### Placement by cell class, run 1

Bar = 20 um. Fill, decap, tap and diode cells in grey.
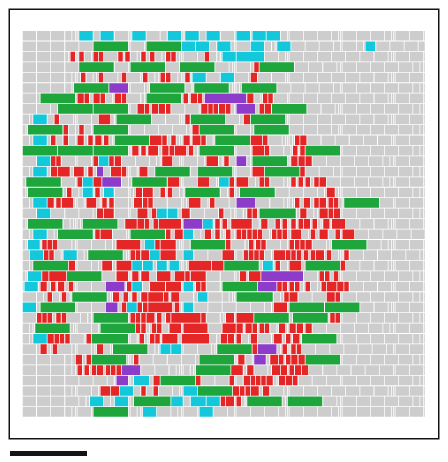
### Signal metal coverage by tile, run 1

The die is cut into 22 by 22 equal tiles; black is low, pale yellow is high, scaled to the fullest tile. Values are wire area over tile area, all layers added.
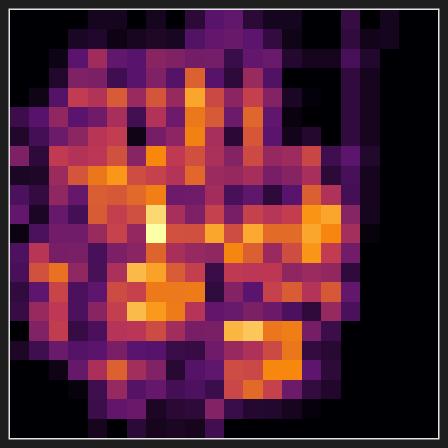
### Routed metal, one colour a layer, run 1

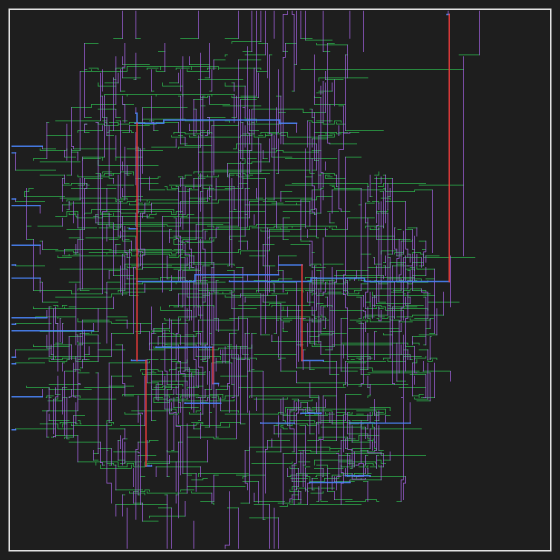
### The metal 1 layer, run 1

Supply wires on this layer in grey.
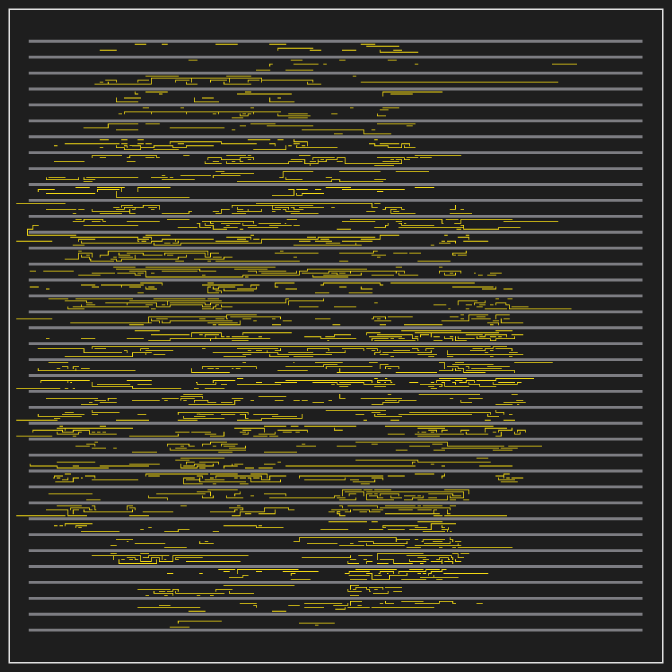
`src/rtl/iram_loader.sv`:
```
// rtl/iram_loader.sv - byte-stream program loader that frames 16-bit words into the iram write port
module iram_loader #(
  parameter logic [7:0] SYNC_BYTE = 8'hA5,
  parameter int         ADDR_W    = 8,
  parameter int         TIMEOUT   = 1000
) (
  input  logic              CLK,
  input  logic              RESET,
  input  logic              START,
  input  logic [7:0]        RX_DATA,
  input  logic              RX_VALID,
  output logic              RX_READY,
  output logic [ADDR_W-1:0] IADDR,
  output logic [15:0]       IDATA,
  output logic              IW,
  output logic              CPU_HOLD,
  output logic              BUSY,
  output logic              DONE,
  output logic              ERR
);

  // Counter wide enough to hold TIMEOUT itself; one bit when the timeout is off.
  localparam int TW = (TIMEOUT > 1) ? $clog2(TIMEOUT + 1) : 1;

  typedef enum logic [2:0] {
    IDLE,
    SYNC,
    COUNT,
    HI,
    LO,
    CSUM,
    DONE_S,
    ERR_S
  } state_t;

  state_t        state;
  logic [7:0]    csum;
  logic [7:0]    hi_byte;
  logic [8:0]    n_words;
  logic [8:0]    word_cnt;
  logic [TW-1:0] tcnt;
  logic          acc;
  logic          in_frame;

  // The loader never back-pressures mid-state, so ready is a pure decode of the state.
  always_comb begin
    RX_READY = 1'b0;
    in_frame = 1'b0;
    case (state)
      SYNC:            RX_READY = 1'b1;
      COUNT, HI, LO, CSUM: begin
        RX_READY = 1'b1;
        in_frame = 1'b1;
      end
      default: begin
        RX_READY = 1'b0;
        in_frame = 1'b0;
      end
    endcase
  end

  assign acc = RX_VALID & RX_READY;

  // Frame sequencer: START always wins, then idle-timeout, then byte handling.
  always_ff @(posedge CLK or negedge RESET) begin
    if (!RESET) begin
      state    <= IDLE;
      IADDR    <= '0;
      IDATA    <= '0;
      IW       <= 1'b0;
      CPU_HOLD <= 1'b1;
      BUSY     <= 1'b0;
      DONE     <= 1'b0;
      ERR      <= 1'b0;
      csum     <= '0;
      hi_byte  <= '0;
      n_words  <= '0;
      word_cnt <= '0;
      tcnt     <= '0;
    end else begin
      IW <= 1'b0;
      // Address advances the cycle after each write; 8-bit wrap is intended.
      if (IW) IADDR <= IADDR + ADDR_W'(1);
      if (START) begin
        state    <= SYNC;
        IADDR    <= '0;
        csum     <= '0;
        word_cnt <= '0;
        tcnt     <= '0;
        DONE     <= 1'b0;
        ERR      <= 1'b0;
        BUSY     <= 1'b1;
        CPU_HOLD <= 1'b1;
      end else if (in_frame && !acc) begin
        if (TIMEOUT != 0) begin
          tcnt <= tcnt + TW'(1);
          if (tcnt == TW'(TIMEOUT - 1)) state <= ERR_S;
        end
      end else begin
        if (acc) tcnt <= '0;
        case (state)
          SYNC: begin
            if (acc && RX_DATA == SYNC_BYTE) state <= COUNT;
          end
          COUNT: begin
            n_words  <= (RX_DATA == 8'h00) ? 9'd256 : {1'b0, RX_DATA};
            csum     <= RX_DATA;
            word_cnt <= '0;
            state    <= HI;
          end
          HI: begin
            hi_byte <= RX_DATA;
            csum    <= csum ^ RX_DATA;
            state   <= LO;
          end
          LO: begin
            IDATA    <= {hi_byte, RX_DATA};
            IW       <= 1'b1;
            csum     <= csum ^ RX_DATA;
            word_cnt <= word_cnt + 9'd1;
            state    <= (word_cnt + 9'd1 == n_words) ? CSUM : HI;
          end
          CSUM: begin
            state <= (RX_DATA == csum) ? DONE_S : ERR_S;
          end
          DONE_S: begin
            DONE     <= 1'b1;
            CPU_HOLD <= 1'b0;
            BUSY     <= 1'b0;
            state    <= IDLE;
          end
          ERR_S: begin
            ERR   <= 1'b1;
            BUSY  <= 1'b0;
            state <= IDLE;
          end
          default: state <= IDLE;
        endcase
      end
    end
  end

endmodule

```
`config.mk`:
```
export PLATFORM = sky130hd
export DESIGN_NAME = iram_loader
export DESIGN_NICKNAME = d
export VERILOG_FILES = /design/src/rtl/iram_loader.sv
export SDC_FILE = /design/constraint.sdc
export NUM_CORES = 1
export LEC_CHECK = 0
export ABC_AREA = 1
export ABC_CLOCK_PERIOD_IN_PS = 2500
export CORE_MARGIN = 3
export CORE_UTILIZATION = 35
export CTS_BUF_LIST = sky130_fd_sc_hd__clkbuf_8 sky130_fd_sc_hd__clkbuf_16
export DETAILED_ROUTE_END_ITERATION = 10
export PLACE_DENSITY_LB_ADDON = 0.3
export SETUP_SLACK_MARGIN = 0.4
export SYNTH_ARGS = -nofsm -noshare
export SYNTH_HDL_FRONTEND = slang
export SYNTH_SLANG_ARGS = --single-unit
```
`constraint.sdc`:
```
create_clock -name CLK -period 2.5 [get_ports CLK]
set_input_delay 0.625 -clock CLK [delete_from_list [all_inputs] [get_ports CLK]]
set_output_delay 0.625 -clock CLK [all_outputs]
set_load 0.02 [all_outputs]
```
==> run notes, run 1 <==
Notes on the physical design

The total power of the final layout is 0.00479 W. The DRC violation total after the first TritonRoute iteration is 131. The clock tree synthesis step divided the H-tree into 3 levels. The post-CTS setup repair buffer count is 8. The final cycle utilization of the critical path is 83.1%. After floorplanning, the die was sized to cover 0.0124 mm2. The sequential-to-total area share from yosys stat is 48.9%. After synthesis, the chip area reported by Yosys is 0.00389 mm2. The height of the chip is 111 um. The minimum period implied by the final worst setup slack is 2.08 ns. The largest fanout on the critical path is 4. The post-route non-filler standard cell count is 676. STA classifies the critical path startpoint as a flip-flop. The placer's final routability congestion estimate is 0.843. In the global route stage, met2 resource usage came out at 24.4%. In the setup report, the worst path falls into the class reg -> out. The number of clock sinks is 76. The number of clock buffers added by TritonCTS is 9. The clock skew is 0.0114 ns.

The net count of the finished layout is 550. Net switching is 38.0% of the power. The worst setup path is captured at an output port. In the per-layer summary, the met1 wirelength comes to 4170 um. TritonCTS built the clock tree. The via count of the first global-routing pass is 3,215. Among all stages on the critical path, the largest delay is contributed by dfrtp_1.

When the netlist entered floorplanning its net count stood at 483. The first-pass GRT wire length is 15,300 um. The post-cts hold buffer count is 0. 0 antenna diodes ended up in the layout. Per the slew report, the remaining headroom to the max-slew limit stands at 72.2%. The max-slew violation count is 0. The routed length on met2 is 4430 um.

The power report attributes to the sequential group a share of 37.6%. The initial core utilization is 36.9%. The number of violations of the max-capacitance limit is 0.

The maximum vdd ir drop is 415 uV. The netlist area before placement is 0.00389 mm2. The post-cts resize count is 12.

The number of warnings in the stage logs is 28. Per the synthesis report, the AND-OR/OR-AND share of the synthesized area is 14.3%. In the CTS report, the clock slew at the register clock pins of the worst setup and hold paths is listed as 0.08 ns. For this run, the top clock speed supported by timing is 481 MHz. The most used cell along the critical path is inv_2.

The cell-mix breakdown from Yosys lists the simple-gate area share as 25.8%. Per the timing report, the most critical flop-to-flop path finishes at state[1]$_DFFE_PN0P_. Routing resource usage on met3 recorded by global route was 3.26%. Dividing the detail-routed via count by the number of cells gives 4.82. The arrival time of the worst setup path is 1.45 ns. The clock group share of total power is 21.8%. The worst setup timing slack at the placement stage is 0.120 ns. Listed in order, past its start point the critical path passes inv_2, nor2_2, inv_2, nor2_4, inv_2, nand2_4, inv_4, nand3_4, buf_6. The number of distinct library cells after synthesis is 41.

The number of buffers inserted by port buffering is 41. Counting tap cells, the placed design contains a total of 645 instances. The mux share of post-synthesis cell area is 0%.

For reference, full adder, half adder and majority cells occupy 0.965% of the area reported after synthesis. The worst hold margin is 0.152 ns. The clock insertion delay at the later pin of the skew report is 0.36 ns. The startpoint of the lowest-slack register-to-register path is word_cnt[0]$_DFFE_PN0P_. The flow reported a cell area power density of 981 mW/mm2.

Combinational logic is responsible for 40.6% of the overall power. The kind of path behind the tightest hold check is in -> async. Once placement finished, the instance area stood at 0.00449 mm2. Among the non-sequential cells, simple AND/OR/NAND/NOR gates take the most area.

For the pin with the worst max-slew slack, the measured transition is 0.415 ns. Per the detail_route report, DRC violations left total 0. The synthesis stat section lists a flop and latch total of 76. The instance tally after logic synthesis is 468.

The worst setup slack for register-to-register paths is 0.59 ns. The total overflow left after global routing is 0. Pin placement for this block handled 42 I/O pins.

The final timing report gives a worst setup slack of 0.422 ns. In the detailed route, the total length drawn on met3 is 244 um. Logic depth along the worst register-to-register path is recorded as 15. The tally of yosys warning messages is 0. The flow ran to the end, and the final reports show no timing, DRC or antenna violations.

The highest layer touched by signal routing is met4. The horizontal die dimension reported for this design is 111 um. The synthesized area per cell is 8.31 um2. The end point of the critical path is RX_READY. The total leakage power is 2.27 nW. The switching power of the nets is 0.00182 W.

dfrtp_1 takes more of the synthesized area than any other cell. Per the final layout report, the fraction of cells sized above drive strength 1 comes to 16.7%. The clock tree buffer depth is 2. The total internal power is 0.00297 W. The layer flagged by global routing as most heavily used is met2. The cell chosen for the clock root is clkbuf_8. On the worst path, the slowest cell contributes a delay of 0.40 ns. The pre-antenna-repair detailed-routing pass consisted of 4 iterations.

The endpoint required time on the critical path is 1.88 ns. The number of cells in Yosys stat is 468. Hold-check failures listed in the final report amount to 0. Setup repair after global routing could not meet its margin everywhere.

The largest net degree at the start of global routing is 56. The post-synthesis to final-layout area growth is 25.6%. The post-detailed-route count of antenna-violating nets is 0. The final number of setup-violating endpoints is 0. The total negative slack is 0 ns. The synthesized design devotes to its leading area cell type 48.2% of total area. The initial antenna violation count came to 0.

The total half-perimeter wirelength after legalization and detailed placement is 6280 um. The main area contributors are dfrtp_1 (48%), nand2_1 (13%), inv_1 (5.1%). The synthesized netlist devotes 2.25% of its cell area to XOR and XNOR gates.

The startpoint of the most critical setup path is state[2]$_DFFE_PN0P_.
## Picture notes: 'Placement by cell class'
[cyan] remaining buffers and delay cells | cells: 67
[purple] clock drivers and dummy loads | cells: 16
[green] registers | cells: 76
[red] remaining logic cells | cells: 381
utilization after layout: 46.3%
Placeable Area: 0.0106 mm2
Non-Filler Cell Area, Final: 0.00488 mm2
sequential fraction of total cell area: 39.0%
std cell rows: 37

## Picture notes: 'Signal metal coverage by tile'
fullest tile: 0.44
densest ninth of the die: centre
mean over tiles: 0.11
aggregate routed wire length: 9000 um
GRT Resource Usage Total: 15.1%

## Picture notes: 'Routed metal, one colour a layer'
[blue] M3 | wire length: 244 um
[purple] M2 | wire length: 4,430 um
[red] M4 | wire length: 153 um
[green] M1 | wire length: 4,170 um
vias: 3,259
detail-routed net length per standard cell: 13.3 um

## Picture notes: 'The metal 1 layer'
nets with wire on the layer: 509
main direction: horizontal
wire length on this layer: 4,170 um
share of all routed wire: 46%
M1 GR Usage: 19.9%

[run 1: area by class of cell]
cell class	count	area (um2)
repair buffers	67	618
flip-flops and latches	76	1910
fillers	1015	5670
clock inverters	7	98.8
inverters	59	229
well taps	136	170
clock buffers	9	124
multi-input cells	322	1740
[run 1: cells in the mapped netlist (all sizes together)]
master and instances:
nand3b 2, buf 10, inv 58, nand2 138, a32o 1, clkbuf 1
xor2 10, o211ai 9, o22ai 6, o21a 2, nor3 3, clkinv 1
nand4 5, o21ai 48, o32ai 1, nor4 5, dfstp 1, o31ai 1
a31oi 1, ha 3, dfrtp 75, a22o 2, a21oi 16, nor2 41
nand3 28
[run 1: layout by cell type, fill, tap and decap left out, types with 6 or more instances in the layout]
cell type        instances
nand2_1                131
dfrtp_1                 72
inv_1                   50
clkdlybuf4s50_1         37
o21ai_0                 35
nor2_1                  34
buf_4                   25
nand3_1                 22
a21oi_1                 14
xor2_1                  10
o21ai_2                  9
o211ai_1                 9
clkbuf_8                 9
inv_2                    6
o22ai_1                  6
[run 1: power groups by stage]
stage          Clock, W  Sequential (W)  Combinational [W]
2_1_floorplan         0         0.00193            0.00101
3_3_place_gp          0         0.00181            0.00167
3_5_place_dp          0         0.00183            0.00168
4_1_cts         0.00108         0.00180            0.00181
5_1_grt         0.00114         0.00184            0.00216
6_report        0.00105         0.00180            0.00195
[run 1: state kept, by name, indices dropped and copies added (netlist names)]
signal	cells
word_cnt	9
tcnt	10
n_words	9
BUSY	1
IW	1
CPU_HOLD	1
csum	8
state	3
ERR	1
IADDR	8
DONE	1
hi_byte	8
IDATA	16
[run 1: critical path: cells and delay by family (launching register included)]
family / cells / cell delay (ns)
buf+inv: 5 / 0.47
flops: 1 / 0.40
simple gates: 4 / 0.22
### Placement view, run 1

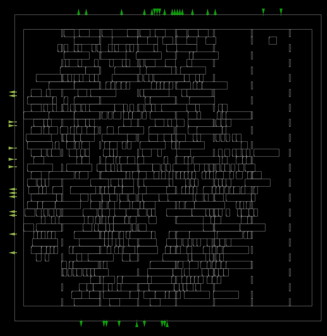

## Run 2: what changed since run 1
--- a/config.mk
+++ b/config.mk
@@ -6,7 +6,7 @@
 export NUM_CORES = 1
 export LEC_CHECK = 0
 export ABC_AREA = 1
-export ABC_CLOCK_PERIOD_IN_PS = 2500
+export ABC_CLOCK_PERIOD_IN_PS = 2150
 export CORE_MARGIN = 3
 export CORE_UTILIZATION = 35
 export CTS_BUF_LIST = sky130_fd_sc_hd__clkbuf_8 sky130_fd_sc_hd__clkbuf_16
==> constraint.sdc (replaced) <==
create_clock -name CLK -period 2.15 [get_ports CLK]
set_input_delay 0.5375 -clock CLK [delete_from_list [all_inputs] [get_ports CLK]]
set_output_delay 0.5375 -clock CLK [all_outputs]
set_load 0.02 [all_outputs]
### Placement view, run 2

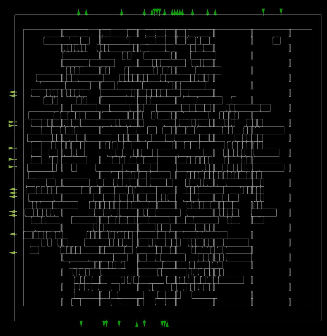
fill count: 999
sequential cell count: 76

### Placement by cell class, run 2

Bar = 20 um. Fill, decap, tap and diode cells in grey.
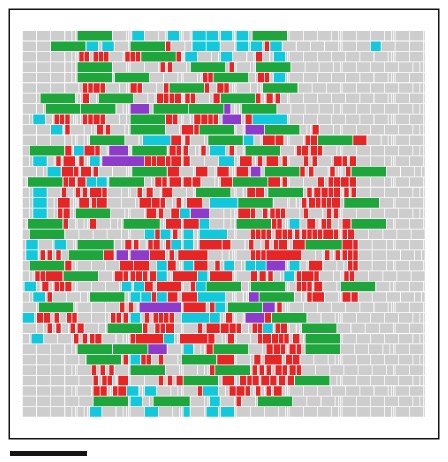
[green] registers | cells: 76
[purple] clock drivers and dummy loads | cells: 16
[cyan] remaining buffers and delay cells | cells: 85
[red] remaining logic cells | cells: 381
sequential fraction of total cell area: 37.6%
utilization after layout: 48.1%

==> run 2 against run 1 <==
Synthesized cell count stayed put. Wire length is 4.2% higher. Via count is 3.8% higher. Sequential cell count is the same. Power is 17% higher. Utilization up 1.8 points. Global-route usage rose by 0.17 points. Largest power group unchanged. Non-clock buffer count increased by 18. Highest routed layer unchanged. Synthesized area unchanged. Critical path type unchanged. Sequential share of layout area shrank 1.5 points. Cell area rose by 3.9%.
==> run notes, run 2 <==
Notes on the physical design

Result of the run: finished, final reports clean (unchanged). The number of clock sinks is 76 (unchanged). The wire length after detailed routing is 9370 um (was 9000 um).

The reg-to-reg critical path endpoint was state[1]$_DFFE_PN0P_ (unchanged). The final number of setup-violating endpoints is 0 (unchanged). The post-synthesis to final-layout area growth is 30.5% (was 25.6%).

The total CTS buffers came to 9 (unchanged). The clock tree buffer depth is 2 (unchanged). The post-detailed-route count of antenna-violating nets is 0 (unchanged).

The final design area excluding fillers was 0.00508 mm2 (was 0.00488 mm2). The startpoint of the lowest-slack register-to-register path is word_cnt[0]$_DFFE_PN0P_ (unchanged). The element type at the critical path end is an output port (unchanged). The number of nets in the layout came to 568 (was 550).

The worst relative slew slack came to 73.1% (was 72.2%). The detailed-router iteration count before antenna repair was 4 (unchanged). The placer's final routability congestion estimate is 0.859 (was 0.843). The endpoint required time on the critical path is 1.61 ns (was 1.88 ns). The standard-cell row count is 37 (unchanged).

The number of warnings in the stage logs is 28 (unchanged). The mux share of post-synthesis cell area came to 0% (unchanged). The worst setup timing slack at the placement stage is 0.0273 ns (was 0.120 ns).

The placeable core region is 0.0106 mm2 (unchanged). The per-cell via count in the routed design was 4.88 (was 4.82). The number of placed instances with taps included came to 659 (was 645).

The via count came to 3,384 (was 3,259). The initial core utilization is 36.9% (unchanged). The initial antenna violation count is 0 (unchanged). The achievable clock frequency is 510 MHz. The synthesized area per cell is 8.31 um2 (unchanged). The floorplan net count is 483 (unchanged).

The final cycle utilization of the critical path is 91.2%. The number of distinct library cells after synthesis is 41 (unchanged). The max-slew violation count is 0 (unchanged). The critical path's slowest cell is dfrtp_1 (unchanged). The instance tally after logic synthesis is 468 (unchanged). The number of buffer and inverter instances along the worst setup path came to 2 (was 5). The global routing usage on met1 came to 20.0% (was 19.9%).

The startpoint type of the worst setup path is a flip-flop (unchanged). The simple logic cell fraction of the synthesized area is 25.8% (unchanged). The clock tree from TritonCTS was done (unchanged). The most common cell after layout, fill and taps aside is nand2_1 (unchanged).

The post-CTS setup repair buffer count came to 4 (was 8). The number of design rule violations left after detail routing is 0 (unchanged). The post-cts hold buffer count is 0 (unchanged). The height of the chip is 111 um (unchanged). The worst hold margin is 0.0980 ns (was 0.152 ns). The dominant kind of combinational cell is simple AND/OR/NAND/NOR gates (unchanged).

The met2 track utilization from global routing came to 24.6% (was 24.4%). The number of buffers inserted by port buffering is 41 (unchanged). The category of the critical setup timing path was reg -> out (unchanged).

The number of flip-flops under the largest register name came to 16 (unchanged). The worst setup slack for register-to-register paths is 0.34 ns (was 0.59 ns). The highest-utilization routing layer at the global route stage is met2 (unchanged). The overall global routing resource usage is 15.3% (was 15.1%). The H-tree depth reported by CTS was 3 (unchanged).

The most flop-heavy register is IDATA (unchanged). The worst path needs 1.96 ns of the cycle, external delays included. The proportion of layout cells with a drive suffix above 1 is 20.3% (was 16.7%). The maximum cell stage delay along the critical path is 0.42 ns (was 0.40 ns). The clock insertion delay at the later pin of the skew report is 0.36 ns (about the same). The antenna diode count is 0 (unchanged). The maximum vdd ir drop was 576 uV (was 415 uV).

The yosys stat chip area is 0.00389 mm2 (unchanged). The share of the synthesized area in the top cell type is 48.2% (unchanged). The complex-gate fraction of the synthesized area was 14.3% (unchanged). The arrival time of the worst setup path is 1.42 ns (was 1.45 ns). The number of cells on the worst reg-to-reg path is 14 (was 15). The post-layout worst setup margin is 0.190 ns (was 0.422 ns). The slew at the pin with the worst max-slew slack is 0.403 ns (was 0.415 ns). The clock skew is 0.00896 ns (was 0.0114 ns). The die span in x is 111 um (unchanged).

The number of synthesized flops with an enable pin is 0 (unchanged). The via count of the first global-routing pass is 3,185 (was 3,215).
[run 2: cell count changes in the layout (fill, tap and decap cells not counted), moves of 2 or more]
cell	change
o21ai_1	+3
nor2_2	+2
clkdlybuf4s50_1	-27
o21ai_2	-2
nand2_4	-2
clkinv_4	-2
dlygate4sd2_1	+26
buf_12	+4
nand2_2	+4
nand2_1	-3
buf_4	+12
nor2_1	-2
[run 2: report_power, final]
group | total, W | internal [W] | leakage, nW | switching (W)
logic | 0.00231 | 0.000997 | 1.39 | 0.00131
registers | 0.00208 | 0.00182 | 0.992 | 0.000262
clock network | 0.00124 | 0.000659 | 0.106 | 0.000576
total | 0.00562 | 0.00347 | 2.49 | 0.00215
[run 2: worst max-delay path by stage]
stage	from	endpoint	slack (ns)
4_1_cts	state[2]$_DFFE_PN0P_	RX_READY	0.13
3_5_place_dp	state[0]$_DFFE_PN0P_	RX_READY	0.03
5_1_grt	state[2]$_DFFE_PN0P_	RX_READY	0.10
2_1_floorplan	START	n_words[6]$_DFFE_PN0P_	0.48
6_report	state[1]$_DFFE_PN0P_	RX_READY	0.19
3_3_place_gp	state[0]$_DFFE_PN0P_	RX_READY	0.05
[run 2: area by class of cell]
| cell class | instances | area (um2) | area share (%) |
|---|---|---|---|
| repair buffers | 85 | 787 | 15.5 |
| multi-input cells | 322 | 1760 | 34.6 |
| clock buffers | 9 | 124 | 2.44 |
| flip-flops and latches | 76 | 1910 | 37.6 |
| well taps | 136 | 170 | 3.35 |
| inverters | 59 | 236 | 4.66 |
| clock inverters | 7 | 97.6 | 1.92 |
[run 2: routing by layer]
metal / vias to the layer above / part of all wire [%]
li1: 1692 / -
met1: 1614 / 45
met2: 66 / 50
met3: 12 / 3.3
met4: 0 / 1.8
met5: - / 0
Power figures rest on the tool's default switching activity, not on a simulated workload.
